==> src/rtl/cpu_defs.sv <==
// Shared definitions for the control_unit instruction format.
// Instruction word layout: {op[8:6], rx[5:3], ry[2:0]}.
// Provides opcode constants, step-count constants, the instruction width,
// the idle NOP word and a small helper that packs instruction fields.
package cpu_defs;

    localparam int IW = 9;

    localparam logic [2:0] OP_ADD = 3'b000;
    localparam logic [2:0] OP_SUB = 3'b001;
    localparam logic [2:0] OP_NAN = 3'b010;
    localparam logic [2:0] OP_NOP = 3'b011;
    localparam logic [2:0] OP_OUT = 3'b100;
    localparam logic [2:0] OP_LDI = 3'b101;
    localparam logic [2:0] OP_REP = 3'b111;

    localparam logic [1:0] STEP0 = 2'b00;
    localparam logic [1:0] STEP1 = 2'b01;
    localparam logic [1:0] STEP2 = 2'b10;
    localparam logic [1:0] STEP3 = 2'b11;

    // Opcode 011 is never decoded by control_unit, so this word is inert.
    localparam logic [IW-1:0] NOP_INSTR = {OP_NOP, 3'b000, 3'b000};

    typedef struct packed {
        logic [2:0] op;
        logic [2:0] rx;
        logic [2:0] ry;
    } instr_t;

    function automatic logic [IW-1:0] make_instr(input logic [2:0] op,
                                                 input logic [2:0] rx,
                                                 input logic [2:0] ry);
        instr_t w;
        w.op = op;
        w.rx = rx;
        w.ry = ry;
        return w;
    endfunction

endpackage

==> src/rtl/instr_sequencer_sync_fifo.sv <==
// sync_fifo: single-clock instruction FIFO with registered read data.
// Ports:
//   clock   in   rising-edge clock
//   resetn  in   synchronous active-low reset (pointers and level cleared)
//   push    in   write din (ignored while full)
//   pop     in   load head into dout (ignored while empty)
//   din     in   [IW-1:0] write data
//   dout    out  [IW-1:0] registered head captured on the last pop
//   level   out  [$clog2(DEPTH):0] occupancy
//   empty   out  level == 0
//   full    out  level == DEPTH
// There is no fall-through: a word written this cycle is only visible to a
// pop from the next cycle on, and a full FIFO refuses a push even if a pop
// frees a slot in the same cycle.
module sync_fifo #(
    parameter int DEPTH = 16,
    parameter int IW    = 9
) (
    input  logic                     clock,
    input  logic                     resetn,
    input  logic                     push,
    input  logic                     pop,
    input  logic [IW-1:0]            din,
    output logic [IW-1:0]            dout,
    output logic [$clog2(DEPTH):0]   level,
    output logic                     empty,
    output logic                     full
);

    localparam int AW = $clog2(DEPTH);
    localparam int LW = AW + 1;

    logic [IW-1:0] mem_r [DEPTH];
    logic [AW-1:0] wr_ptr_r;
    logic [AW-1:0] rd_ptr_r;
    logic [LW-1:0] level_r;
    logic [IW-1:0] dout_r;
    logic          do_push_s;
    logic          do_pop_s;
    logic          empty_s;
    logic          full_s;

    assign empty_s   = (level_r == LW'(0));
    assign full_s    = (level_r == LW'(DEPTH));
    assign do_push_s = push && !full_s;
    assign do_pop_s  = pop && !empty_s;

    // Storage array; not reset because the pointers define which entries are live.
    always_ff @(posedge clock) begin
        if (do_push_s) begin
            mem_r[wr_ptr_r] <= din;
        end
    end

    // Pointers, occupancy and registered read data.
    always_ff @(posedge clock) begin
        if (!resetn) begin
            wr_ptr_r <= AW'(0);
            rd_ptr_r <= AW'(0);
            level_r  <= LW'(0);
            dout_r   <= IW'(0);
        end else begin
            // DEPTH is a power of two, so natural overflow wraps the pointers.
            if (do_push_s) begin
                wr_ptr_r <= wr_ptr_r + AW'(1);
            end
            if (do_pop_s) begin
                dout_r   <= mem_r[rd_ptr_r];
                rd_ptr_r <= rd_ptr_r + AW'(1);
            end
            case ({do_push_s, do_pop_s})
                2'b10:   level_r <= level_r + LW'(1);
                2'b01:   level_r <= level_r - LW'(1);
                default: level_r <= level_r;
            endcase
        end
    end

    assign dout  = dout_r;
    assign level = level_r;
    assign empty = empty_s;
    assign full  = full_s;

endmodule

==> src/rtl/instr_sequencer.sv <==
// instr_sequencer: buffers instructions from the program loader and issues
// each one to control_unit for four steps (count 00,01,10,11).
// Ports:
//   clock       in   rising-edge clock
//   resetn      in   synchronous active-low reset; abandons any instruction in flight
//   load_valid  in   loader offers load_data
//   load_data   in   [IW-1:0] instruction to enqueue
//   load_ready  out  !full; push happens on load_valid && load_ready
//   run         in   1: keep issuing; 0: stop at the next instruction boundary
//   instr       out  [IW-1:0] to control_unit.in; NOP while idle
//   count       out  [1:0] to control_unit.count; 00 while idle
//   busy        out  an instruction is mid-issue
//   instr_done  out  high during the step-11 cycle
//   level       out  FIFO occupancy
//   empty/full  out  FIFO flags
module instr_sequencer #(
    parameter int            DEPTH = 16,
    parameter int            IW    = cpu_defs::IW,
    parameter logic [IW-1:0] NOP   = cpu_defs::NOP_INSTR
) (
    input  logic                   clock,
    input  logic                   resetn,
    input  logic                   load_valid,
    input  logic [IW-1:0]          load_data,
    output logic                   load_ready,
    input  logic                   run,
    output logic [IW-1:0]          instr,
    output logic [1:0]             count,
    output logic                   busy,
    output logic                   instr_done,
    output logic [$clog2(DEPTH):0] level,
    output logic                   empty,
    output logic                   full
);

    import cpu_defs::*;

    localparam logic [0:0] IDLE  = 1'b0;
    localparam logic [0:0] ISSUE = 1'b1;

    logic [0:0]    state_r;
    logic [1:0]    count_r;
    logic          instr_done_r;
    logic          push_s;
    logic          pop_s;
    logic [IW-1:0] fifo_dout_s;
    logic          fifo_empty_s;
    logic          fifo_full_s;

    assign push_s = load_valid && !fifo_full_s;

    sync_fifo #(
        .DEPTH (DEPTH),
        .IW    (IW)
    ) u_fifo (
        .clock  (clock),
        .resetn (resetn),
        .push   (push_s),
        .pop    (pop_s),
        .din    (load_data),
        .dout   (fifo_dout_s),
        .level  (level),
        .empty  (fifo_empty_s),
        .full   (fifo_full_s)
    );

    // Pop decision: only at an instruction boundary (idle, or the last step).
    always_comb begin
        pop_s = 1'b0;
        case (state_r)
            IDLE: begin
                pop_s = run && !fifo_empty_s;
            end
            ISSUE: begin
                if (count_r == STEP3) begin
                    pop_s = run && !fifo_empty_s;
                end else begin
                    pop_s = 1'b0;
                end
            end
            default: begin
                pop_s = 1'b0;
            end
        endcase
    end

    // Issue FSM and step counter.
    always_ff @(posedge clock) begin
        if (!resetn) begin
            state_r      <= IDLE;
            count_r      <= STEP0;
            instr_done_r <= 1'b0;
        end else begin
            case (state_r)
                IDLE: begin
                    count_r      <= STEP0;
                    instr_done_r <= 1'b0;
                    if (pop_s) begin
                        state_r <= ISSUE;
                    end
                end
                ISSUE: begin
                    // Registered so that the pulse lines up with the step-11 cycle.
                    instr_done_r <= (count_r == STEP2);
                    if (count_r == STEP3) begin
                        count_r <= STEP0;
                        if (!pop_s) begin
                            state_r <= IDLE;
                        end
                    end else begin
                        count_r <= count_r + 2'd1;
                    end
                end
                default: begin
                    state_r      <= IDLE;
                    count_r      <= STEP0;
                    instr_done_r <= 1'b0;
                end
            endcase
        end
    end

    // The FIFO's read register is the instruction register; it is only
    // shown while issuing, otherwise control_unit sees the inert NOP.
    // Both select inputs are flops, so no input reaches instr combinationally.
    assign instr      = (state_r == ISSUE) ? fifo_dout_s : NOP;
    assign count      = count_r;
    assign busy       = (state_r == ISSUE);
    assign instr_done = instr_done_r;
    assign load_ready = !fifo_full_s;
    assign empty      = fifo_empty_s;
    assign full       = fifo_full_s;

endmodule
==> config.mk <==
export PLATFORM = sky130hd
export DESIGN_NAME = instr_sequencer
export DESIGN_NICKNAME = d
export VERILOG_FILES = /design/src/rtl/cpu_defs.sv /design/src/rtl/instr_sequencer_sync_fifo.sv /design/src/rtl/instr_sequencer.sv
export SDC_FILE = /design/constraint.sdc
export NUM_CORES = 1
export LEC_CHECK = 0
export CAP_MARGIN = 20
export CORE_MARGIN = 1
export CORE_UTILIZATION = 46
export CTS_CLUSTER_DIAMETER = 120
export DETAILED_ROUTE_END_ITERATION = 8
export GPL_TIMING_DRIVEN = 0
export PLACE_DENSITY_LB_ADDON = 0.1
export SETUP_SLACK_MARGIN = 0.05
export SLEW_MARGIN = 20
export SYNTH_ARGS = -nofsm -noshare
export SYNTH_HDL_FRONTEND = slang
export SYNTH_SLANG_ARGS = --single-unit
==> constraint.sdc <==
create_clock -name clock -period 3.55 [get_ports clock]
set_clock_uncertainty 0.2 [all_clocks]
set_input_delay 0.71 -clock clock [delete_from_list [all_inputs] [get_ports clock]]
set_output_delay 0.71 -clock clock [all_outputs]
set_load 0.05 [all_outputs]
run_1/clk_routes.png
Drawn at 4 px/µm.
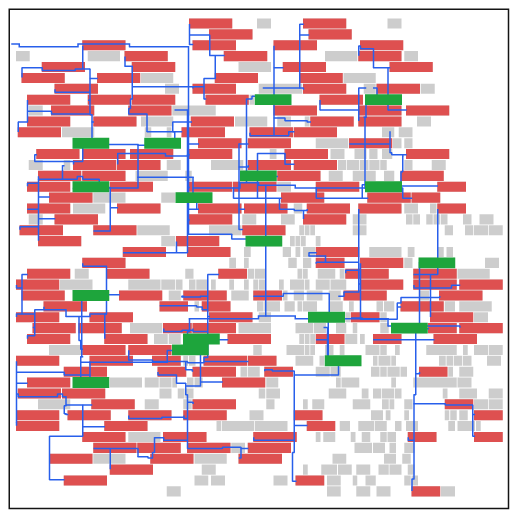
red -> flip-flops  # count 170
blue -> clock wires  # length 1870 µm
green -> clock drivers  # count 17
flops lie = spread over the die
clk ins delay skew pair: 0.42 ns
clock-net power: 1840 µW
Clock Power Share: 0.321

run_1/power_grid.png
Drawn at 4 px/µm. Pins as bars on the die edge.
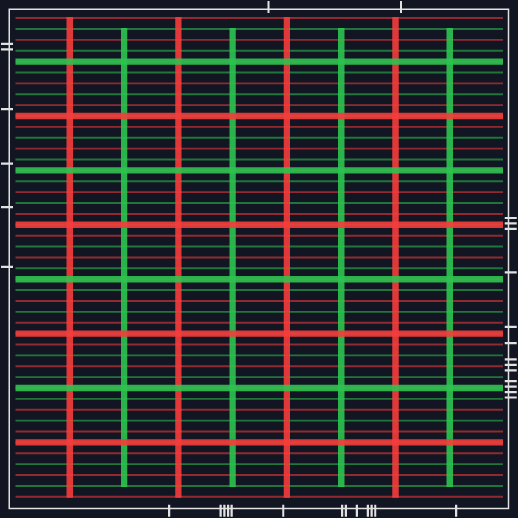
red -> VSS
green -> VDD
met5 straps = 8
rows = 44
Std-Cell Core Area: 14600 µm²
Max VDD drop: 0.353 mV
die y size: 124 µm

run_1/cell_density.png
Drawn at 2 px/µm. 12 x 12 tiles, from white (low) to dark blue (high), 0 to 100% covered.
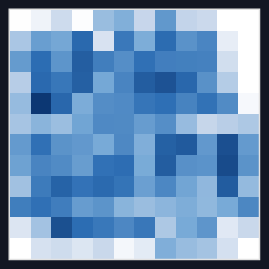
mean over tiles = 51%
densest ninth of the die = center
tiles over 75% full = 15%
pre-placement core utilization: 0.473
post-layout util: 0.556

==> flow_summary.ini, run 1 <==
; physical design summary
[die]
ios = 34
dieArea_um2 = 15500
die_w_um = 124
taps = 184
placementRows = 44

[logic_synthesis]
syn_area_um2 = 6890
logic_family = multiplexers
top_area_cell = edfxtp_1
synth_top_cell_by_count = edfxtp_1
synthArstFlopShare = 0
ys_sh_adder = 0.0200
synth-edff-count = 144
ys_cells = 409
muxShareOfSynthArea = 0.136
netlist_instances = 409
ys.flop_type = edfxtp_1
xor_area_frac = 0.00889
ys_sh_aoi = 0.0526
ys_sh_simple = 0.0583
yosys_warnings = 0
synth_area_per_cell_um2 = 16.9
fp_nets = 433
yosys.stat.seqShare = 0.703
ys.flops = 170
yosysTopAreaCellShare = 0.627
common_cells = edfxtp_1, mux4_2, dfxtp_1, mux2i_1, nor2_1
topCellsByArea = edfxtp_1, mux4_2, dfxtp_1, mux2i_1, ha_1
yosys.cell_types.count = 41
synth_chip_area_um2 = 6890

[timing]
worstMarginPinSlew_ns = 1.13
min_period_over_period = 0.931
rsz0062_at_grt = false
fmax_mhz = 303
slew_viol_final = 0
max-slew-margin-rel = 0.242
final_hold_viol_count = 0
setup_slack_ns = 0.245
min_period_ns = 3.30
report.final.setup_viol = 0
setup-tns-final_ns = 0
whs_ns = 0.298

[worst_setup_path]
crit_chain = buf_2 > or4_4 > o211ai_4 > inv_4 > ha_1 > clkbuf_2 > xor2_1 > ha_1 > a21oi_1 > xor2_1 > or3_1 > a21oi_1
reg2reg_slack_ns = 0.25
critPathTopFamily = simple AND/OR/NAND/NOR gates
end_kind = flop
r2r_start = u_fifo.level[2]$_SDFFE_PN0P_
worst-path-stages = 12
cpMaxStageDelayCell = or4_4
crit_end = u_fifo.level[2]$_SDFFE_PN0P_
crit_type = flop to flop
critPathMaxFanout = 15
worst_path_largest_cell_delay_ns = 0.55
worstSetupStartpoint = u_fifo.level[2]$_SDFFE_PN0P_
crit_arrival_ns = 3.45
rr_endpoint = u_fifo.level[2]$_SDFFE_PN0P_
worstPathRequired_ns = 3.70
start_kind = flop
rr_worst_depth = 12
crit_buf_inv = 3

[cells_and_area]
ff_latch_area_um2 = 4840
fin_cells = 660
largest_reg_flops = 144
bufAreaShareNonClock = 0.0603
drive_gt1_frac = 0.179
lay_top_cells = edfxtp_1, clkdlybuf4s50_1, mux4_2
sh_seq_area = 0.597
mi_logic_area_um2 = 1930
comb_cells = 205
final_nets = 489
clock_buffers = 20
inv_count = 10
comb_area_share = 0.238
diodes = 0
area_delta_synth_final_pct = 17.7
n_fill_cell = 1134
layout_top_cell = edfxtp_1
dominant_cells = registers
clock_area_frac = 0.0714
seq_cells = 170
top_register = u_fifo.mem_r
final_area_um2 = 8110
signal_buffers = 61

[clock_tree]
cts_sinks = 170
cts_made_buffers = 17
tritoncts = built
cts-root-buf = clkbuf_16
htreeDepth = 4
clk_pin_slew_ns = 0.06
clockBufferDepth = 2

[route]
vias_per_cell = 5.62
routedWlPerCell_um = 21.2
drc = 0
ant_nets = 0
first_pass_iters = 4
drtIter0Drc = 249
wl_um = 14000
dr_total_vias = 3707

[grt]
grt_use_total = 0.193
grt-ovfl-total = 0
grt_max_degree = 17
grt_pass1_wl_um = 21800
antenna_found_initial = 0
grt_pass1_vias = 3753

[hold_path]
min_path_cells = 1
min_from = count[0]$_SDFF_PP0_
whs_endpoint = count[0]$_SDFF_PP0_
worstHoldPathType = flop to flop

[place]
routabilityCongestion = 0.788
numPortBuffers = 33
detailed_place_hpwl_um = 9270
post-place-cells = 630
placed_area_um2 = 7510
pre_cts_slack_ns = -0.393

[power_and_ir_drop]
power_uw = 5740
p_leak_uw = 0.00262
pwr_density_cell_nw_per_um2 = 707

[run_status]
status = completed

[run]
drv_cap = 0
warnings = 31
[run 1: power breakdown]
| group | internal (µW) | switching, µW |
|---|---|---|
| Clock | 1100 | 737 |
| Combinational | 594 | 917 |
| Sequential | 2310 | 77.7 |
| Total | 4000 | 1730 |
[run 1: repair_timing]
action | 4_1_cts | 5_1_grt
endpoints found under the setup margin | 2 | 2
setup buffers | 0 | 2
gates resized | 0 | 5
pin swaps | 0 | 1
hold buffers | 0 | 0
[run 1: per-layer routing]
metal	GRT usage	routed length, µm	up-vias
li1	-	-	1720
met1	0.251	6180	1862
met2	0.318	6980	104
met3	0.0438	630	21
met4	0.0744	219	0
met5	0	0	-
==> run 2, diff against run 1 <==
--- a/config.mk
+++ b/config.mk
@@ -17,3 +17,4 @@
 export SYNTH_ARGS = -nofsm -noshare
 export SYNTH_HDL_FRONTEND = slang
 export SYNTH_SLANG_ARGS = --single-unit
+export TNS_END_PERCENT = 1
run_2/congestion.png
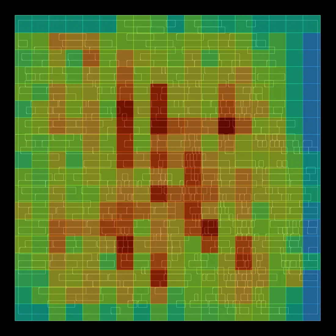
GRT Overall Usage: 0.193
GRT Max-Usage Layer: met2
M1 GR Usage: 0.251
M2 GR Usage: 0.318

run_2/power_grid.png
Drawn at 4 px/µm. Pins as bars on the die edge.
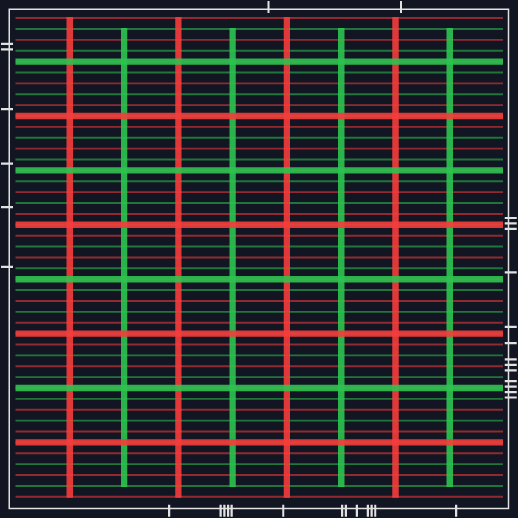
red -> VSS
green -> VDD
met5 straps = 8
rows = 44
signal pins = 34
Die Wd: 124 µm

run_2/clk_routes.png
Drawn at 4 px/µm.
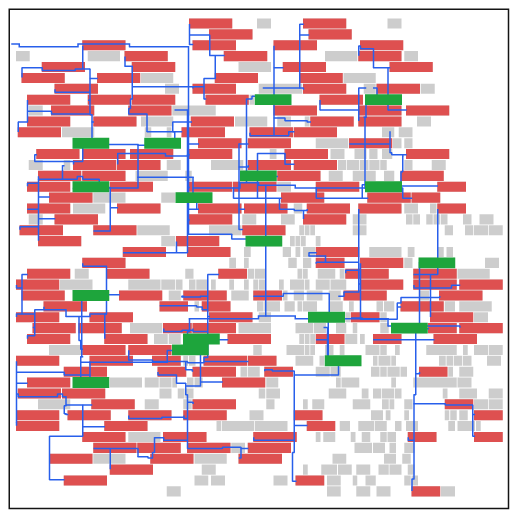
red -> flip-flops  # count 170
green -> clock drivers  # count 17
blue -> clock wires  # length 1870 µm
routed clock nets = 18
flops lie = spread over the die

==> run 2 against run 1 <==
Core utilization unchanged; register-to-register slack about the same; synthesized cell count unchanged; sequential cell count unchanged; critical path depth unchanged; synthesized area unchanged; fmax unchanged; cell count unchanged; critical path type unchanged.
==> flow_summary.ini, run 2 <==
; physical design summary
[route]
first_pass_iters = 4
drc = 0
vias_per_cell = 5.62
ant_nets = 0
dr_total_vias = 3707
routedWlPerCell_um = 21.2
wl_um = 14000

[logic_synthesis]
yosys.cell_types.count = 41
logic_family = multiplexers
synthArstFlopShare = 0
synth_chip_area_um2 = 6890
netlist_instances = 409
common_cells = edfxtp_1, mux4_2, dfxtp_1, mux2i_1, nor2_1
ys_sh_aoi = 0.0526
synth_area_per_cell_um2 = 16.9
ys_sh_adder = 0.0200
synth_top_cell_by_count = edfxtp_1
ys.flop_type = edfxtp_1
xor_area_frac = 0.00889
ys.flops = 170
fp_nets = 433
ys_sh_simple = 0.0583
ys_cells = 409
syn_area_um2 = 6890
top_area_cell = edfxtp_1
topCellsByArea = edfxtp_1, mux4_2, dfxtp_1, mux2i_1, ha_1

[timing]
min_period_over_period = 0.931
max-slew-margin-rel = 0.242
fmax_mhz = 303
setup-tns-final_ns = 0
final_hold_viol_count = 0
setup_slack_ns = 0.245
whs_ns = 0.298
rsz0062_at_grt = false
slew_viol_final = 0
worstMarginPinSlew_ns = 1.13

[cells_and_area]
area_delta_synth_final_pct = 17.7
final_area_um2 = 8110
lay_top_cells = edfxtp_1, clkdlybuf4s50_1, mux4_2
diodes = 0
largest_reg_flops = 144
top_register = u_fifo.mem_r
fin_cells = 660
layout_top_cell = edfxtp_1
final_util = 0.556
final_nets = 489

[worst_setup_path]
critPathTopFamily = simple AND/OR/NAND/NOR gates
cpMaxStageDelayCell = or4_4
worstPathRequired_ns = 3.70
worst_path_largest_cell_delay_ns = 0.55
crit_buf_inv = 3
end_kind = flop
crit_chain = buf_2 > or4_4 > o211ai_4 > inv_4 > ha_1 > clkbuf_2 > xor2_1 > ha_1 > a21oi_1 > xor2_1 > or3_1 > a21oi_1
crit_end = u_fifo.level[2]$_SDFFE_PN0P_
worst-path-stages = 12
start_kind = flop
worstSetupStartpoint = u_fifo.level[2]$_SDFFE_PN0P_
reg2reg_slack_ns = 0.25
crit_arrival_ns = 3.45
r2r_start = u_fifo.level[2]$_SDFFE_PN0P_
rr_worst_depth = 12
critPathMaxFanout = 15
crit_type = flop to flop
rr_endpoint = u_fifo.level[2]$_SDFFE_PN0P_

[power_and_ir_drop]
power_uw = 5740
power_frac_clock = 0.321
powerSeq_uw = 2380
combPwrFrac = 0.263
power.group.top = sequential cells
p_int_uw = 4000
power_frac_seq = 0.416
p_leak_uw = 0.00262
swShare = 0.302
pwr_density_cell_nw_per_um2 = 707
p_sw_uw = 1730
p_clk_uw = 1840
p_comb_uw = 1510
peakVddDrop_mv = 0.353

[hold_path]
worstHoldPathType = flop to flop
min_from = count[0]$_SDFF_PP0_
whs_endpoint = count[0]$_SDFF_PP0_
min_path_cells = 1

[place]
routabilityCongestion = 0.788
post-place-cells = 630
numPortBuffers = 33
placed_area_um2 = 7510
detailed_place_hpwl_um = 9270

[clock_tree]
clockBufferDepth = 2
clk_latency_ns = 0.42
cts_sinks = 170
tritoncts = built
cts_resized = 0
ctsHoldBuffers = 0
clk_pin_slew_ns = 0.06
cts_made_buffers = 17

[die]
placementRows = 44
dieArea_um2 = 15500
coreArea_um2 = 14600
initCoreUtil = 0.473

[grt]
grt_pass1_vias = 3753
grt_pass1_wl_um = 21800
grt-ovfl-total = 0

[run]
drv_cap = 0
warnings = 31

[run_status]
status = completed
==> run 2: cell counts in the layout (fill, tap and decap cells not counted) <==
Identical to the previous run, type by type.
==> run 2: cell type report <==
cell class | instances | area [µm²]
Clock buffer | 20 | 437
Buffer | 22 | 106
Sequential cell | 170 | 4840
Multi-Input combinational cell | 205 | 1930
Inverter | 10 | 40.0
Fill cell | 1134 | 6480
Clock inverter | 10 | 143
Tap cell | 184 | 230
Timing Repair Buffer | 39 | 383
==> run 2: layer usage <==
| metal | vias to the layer above | routed length [µm] | GRT usage |
|---|---|---|---|
| met2 | 104 | 6980 | 0.318 |
| met1 | 1862 | 6180 | 0.251 |
| met3 | 21 | 630 | 0.0438 |
| met4 | 0 | 219 | 0.0744 |
| met5 | - | 0 | 0 |
| li1 | 1720 | - | - |
run_2/layer_met4.png
Drawn at 3 px/µm.
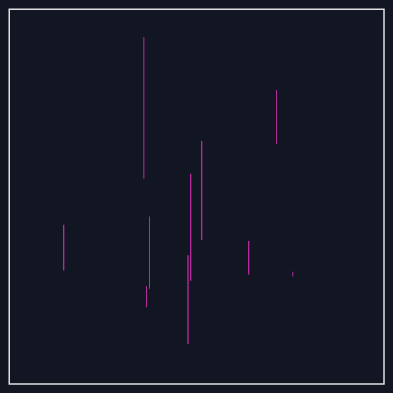

==> run 3, diff against run 2 <==
--- a/config.mk
+++ b/config.mk
@@ -10,7 +10,7 @@
 export CORE_UTILIZATION = 46
 export CTS_CLUSTER_DIAMETER = 120
 export DETAILED_ROUTE_END_ITERATION = 8
-export GPL_TIMING_DRIVEN = 0
+export GPL_TIMING_DRIVEN = 1
 export PLACE_DENSITY_LB_ADDON = 0.1
 export SETUP_SLACK_MARGIN = 0.05
 export SLEW_MARGIN = 20
==> constraint.sdc (replaced) <==
create_clock -name clock -period 3.55 [get_ports clock]
set_clock_uncertainty 0.2 [all_clocks]
set_input_delay 0.355 -clock clock [delete_from_list [all_inputs] [get_ports clock]]
set_output_delay 0.355 -clock clock [all_outputs]
set_load 0.05 [all_outputs]
run_3/layer_met4.png
Drawn at 3 px/µm.
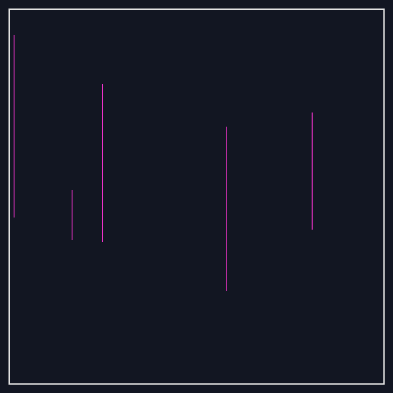
share of all routed wire = 1.6%
main direction = vertical
wire length on this layer = 222 µm
longest straight run = 60.5 µm
nets with wire on the layer = 4
total wire length: 14000 µm
Via Count: 3677

run_3/cell_density.png
Drawn at 2 px/µm. 12 x 12 tiles, from white (low) to dark blue (high), 0 to 100% covered.
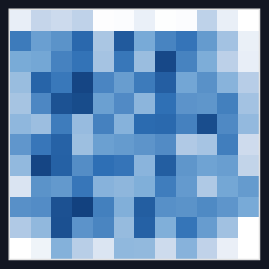
mean over tiles = 51%
nearly empty tiles = 5.6%
tiles over 75% full = 14%
fullest tile = 93%
emptiest ninth of the die = upper right
post-layout util: 0.555

run_3/clk_routes.png
Drawn at 4 px/µm.
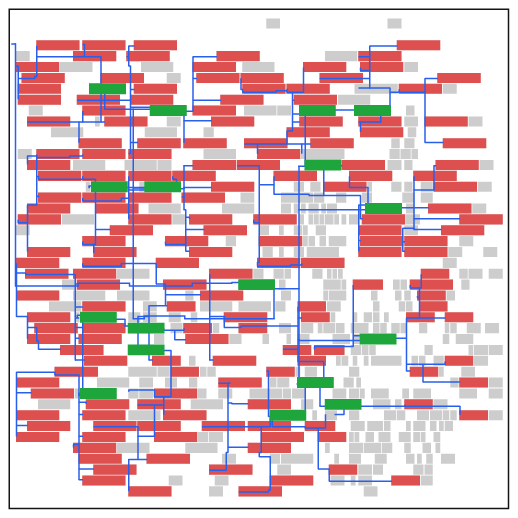
blue -> clock wires  # length 1860 µm
green -> clock drivers  # count 17
red -> flip-flops  # count 170
routed clock nets = 18
flops lie = spread over the die
Clock Power Share: 0.314
clock-net power: 1760 µW

==> run 3 against run 2 <==
Fmax rose by 1.3%; sequential power is 4% higher; synthesized area unchanged; design area is 0.14% lower; cell count fell by 0.30%; non-clock buffer count down 4; largest cell class unchanged.
==> flow_summary.ini, run 3 <==
; physical design summary
[power_and_ir_drop]
peakVddDrop_mv = 0.294
p_comb_uw = 1380
power_frac_seq = 0.441
p_int_uw = 3910
pwr_density_cell_nw_per_um2 = 692
p_sw_uw = 1700
combPwrFrac = 0.245
swShare = 0.303
power.group.top = sequential cells
p_leak_uw = 0.00262
power_uw = 5610
powerSeq_uw = 2470

[grt]
grt_use_total = 0.194
grt_pass1_vias = 3806
grt_pass1_wl_um = 21900
grtUsageMet2 = 0.312
global_route.usage.met1 = 0.261
met3_usage = 0.0399
grt-ovfl-total = 0
grt.busiest_layer = met2
antenna_found_initial = 0
grt_max_degree = 36

[timing]
final_hold_viol_count = 0
max-slew-margin-rel = 0.537
setup-tns-final_ns = 0
report.final.setup_viol = 0
rsz0062_at_grt = false
slew_viol_final = 0
worstMarginPinSlew_ns = 0.692
min_period_over_period = 0.919
whs_ns = 0.276
min_period_ns = 3.26
setup_slack_ns = 0.286
fmax_mhz = 306

[logic_synthesis]
yosysTopAreaCellShare = 0.627
top_area_cell = edfxtp_1
synth-edff-count = 144
fp_nets = 433
synth_area_per_cell_um2 = 16.9
syn_area_um2 = 6890
synth_top_cell_by_count = edfxtp_1
topCellsByArea = edfxtp_1, mux4_2, dfxtp_1, mux2i_1, ha_1
yosys_warnings = 0
ys_cells = 409
synthArstFlopShare = 0
synth_chip_area_um2 = 6890
common_cells = edfxtp_1, mux4_2, dfxtp_1, mux2i_1, nor2_1
yosys.stat.seqShare = 0.703
yosys.cell_types.count = 41
ys.flops = 170
netlist_instances = 409
ys.flop_type = edfxtp_1

[route]
drtIter0Drc = 298
highest_layer = met4
wl_met3_um = 862
ant_nets = 0
wl_met2_um = 7010
first_pass_iters = 4
drc = 0
routedWlPerCell_um = 21.3
wl_met1_um = 5910
vias_per_cell = 5.59

[run_status]
status = completed

[place]
numPortBuffers = 33
post-place-cells = 626
pre_cts_slack_ns = 0.315
placed_area_um2 = 7540
routabilityCongestion = 0.770
detailed_place_hpwl_um = 8940

[cells_and_area]
fin_cells = 658
diodes = 0
area_delta_synth_final_pct = 17.5
layout_top_cell = edfxtp_1
drive_gt1_frac = 0.188
final_nets = 485
largest_reg_flops = 144
final_area_um2 = 8100
top_register = u_fifo.mem_r
lay_top_cells = edfxtp_1, clkdlybuf4s50_1, mux4_2

[die]
initCoreUtil = 0.473
placementRows = 44
ios = 34
coreArea_um2 = 14600
die_h_um = 124
dieArea_um2 = 15500
die_w_um = 124

[worst_setup_path]
worstPathRequired_ns = 3.65
rr_endpoint = u_fifo.level[4]$_SDFFE_PN0P_
worstSetupStartpoint = u_fifo.level[1]$_SDFFE_PN0P_
worst_path_largest_cell_delay_ns = 0.60
cpMaxStageDelayCell = or4_4
crit_end = u_fifo.level[4]$_SDFFE_PN0P_
critPathMaxFanout = 15
start_kind = flop
r2r_start = u_fifo.level[1]$_SDFFE_PN0P_
end_kind = flop
crit_arrival_ns = 3.37
critPathTopFamily = AND-OR/OR-AND gates
crit_chain = or4_4 > o211ai_4 > inv_2 > ha_1 > xor2_1 > ha_1 > a211o_1 > a21oi_1 > a211o_1 > nand3_1
rr_worst_depth = 10
crit_type = flop to flop
reg2reg_slack_ns = 0.29
worst-path-stages = 10
crit_buf_inv = 1

[hold_path]
min_path_cells = 1
worstHoldPathType = flop to flop
min_from = count[0]$_SDFF_PP0_
whs_endpoint = count[0]$_SDFF_PP0_

[clock_tree]
htreeDepth = 4
cts-root-buf = clkbuf_16
cts_sinks = 170
tritoncts = built
clockBufferDepth = 2
ctsHoldBuffers = 0
clk_pin_slew_ns = 0.06
clk_latency_ns = 0.42
cts_made_buffers = 17
post-cts-setup-buffers = 0
cts_resized = 0

[run]
drv_cap = 0
warnings = 31
## run 3: logic make-up (layout without fill, tap and decap cells)
group | after synthesis | in the layout | share of synthesized area
AOI/OAI and AO/OA | 54 | 54 | 0.0526
muxes | 56 | 56 | 0.136
and+or+nand+nor | 77 | 77 | 0.0583
adders and majority gates | 11 | 11 | 0.0200
xor gates and xnor gates | 7 | 7 | 0.00889
buffers and inverters | 34 | 99 | 0.0218
DFF | 170 | 170 | 0.703
## run 3: layout make-up
type,instances,area [µm²]
multi-input combinational,205,1900
fill,1127,6490
clock buffer,20,437
tap,184,230
inverter,10,37.5
timing repair buffer,57,523
sequential,170,4850
clock inverter,12,125
Power and IR drop assume default switching activity.
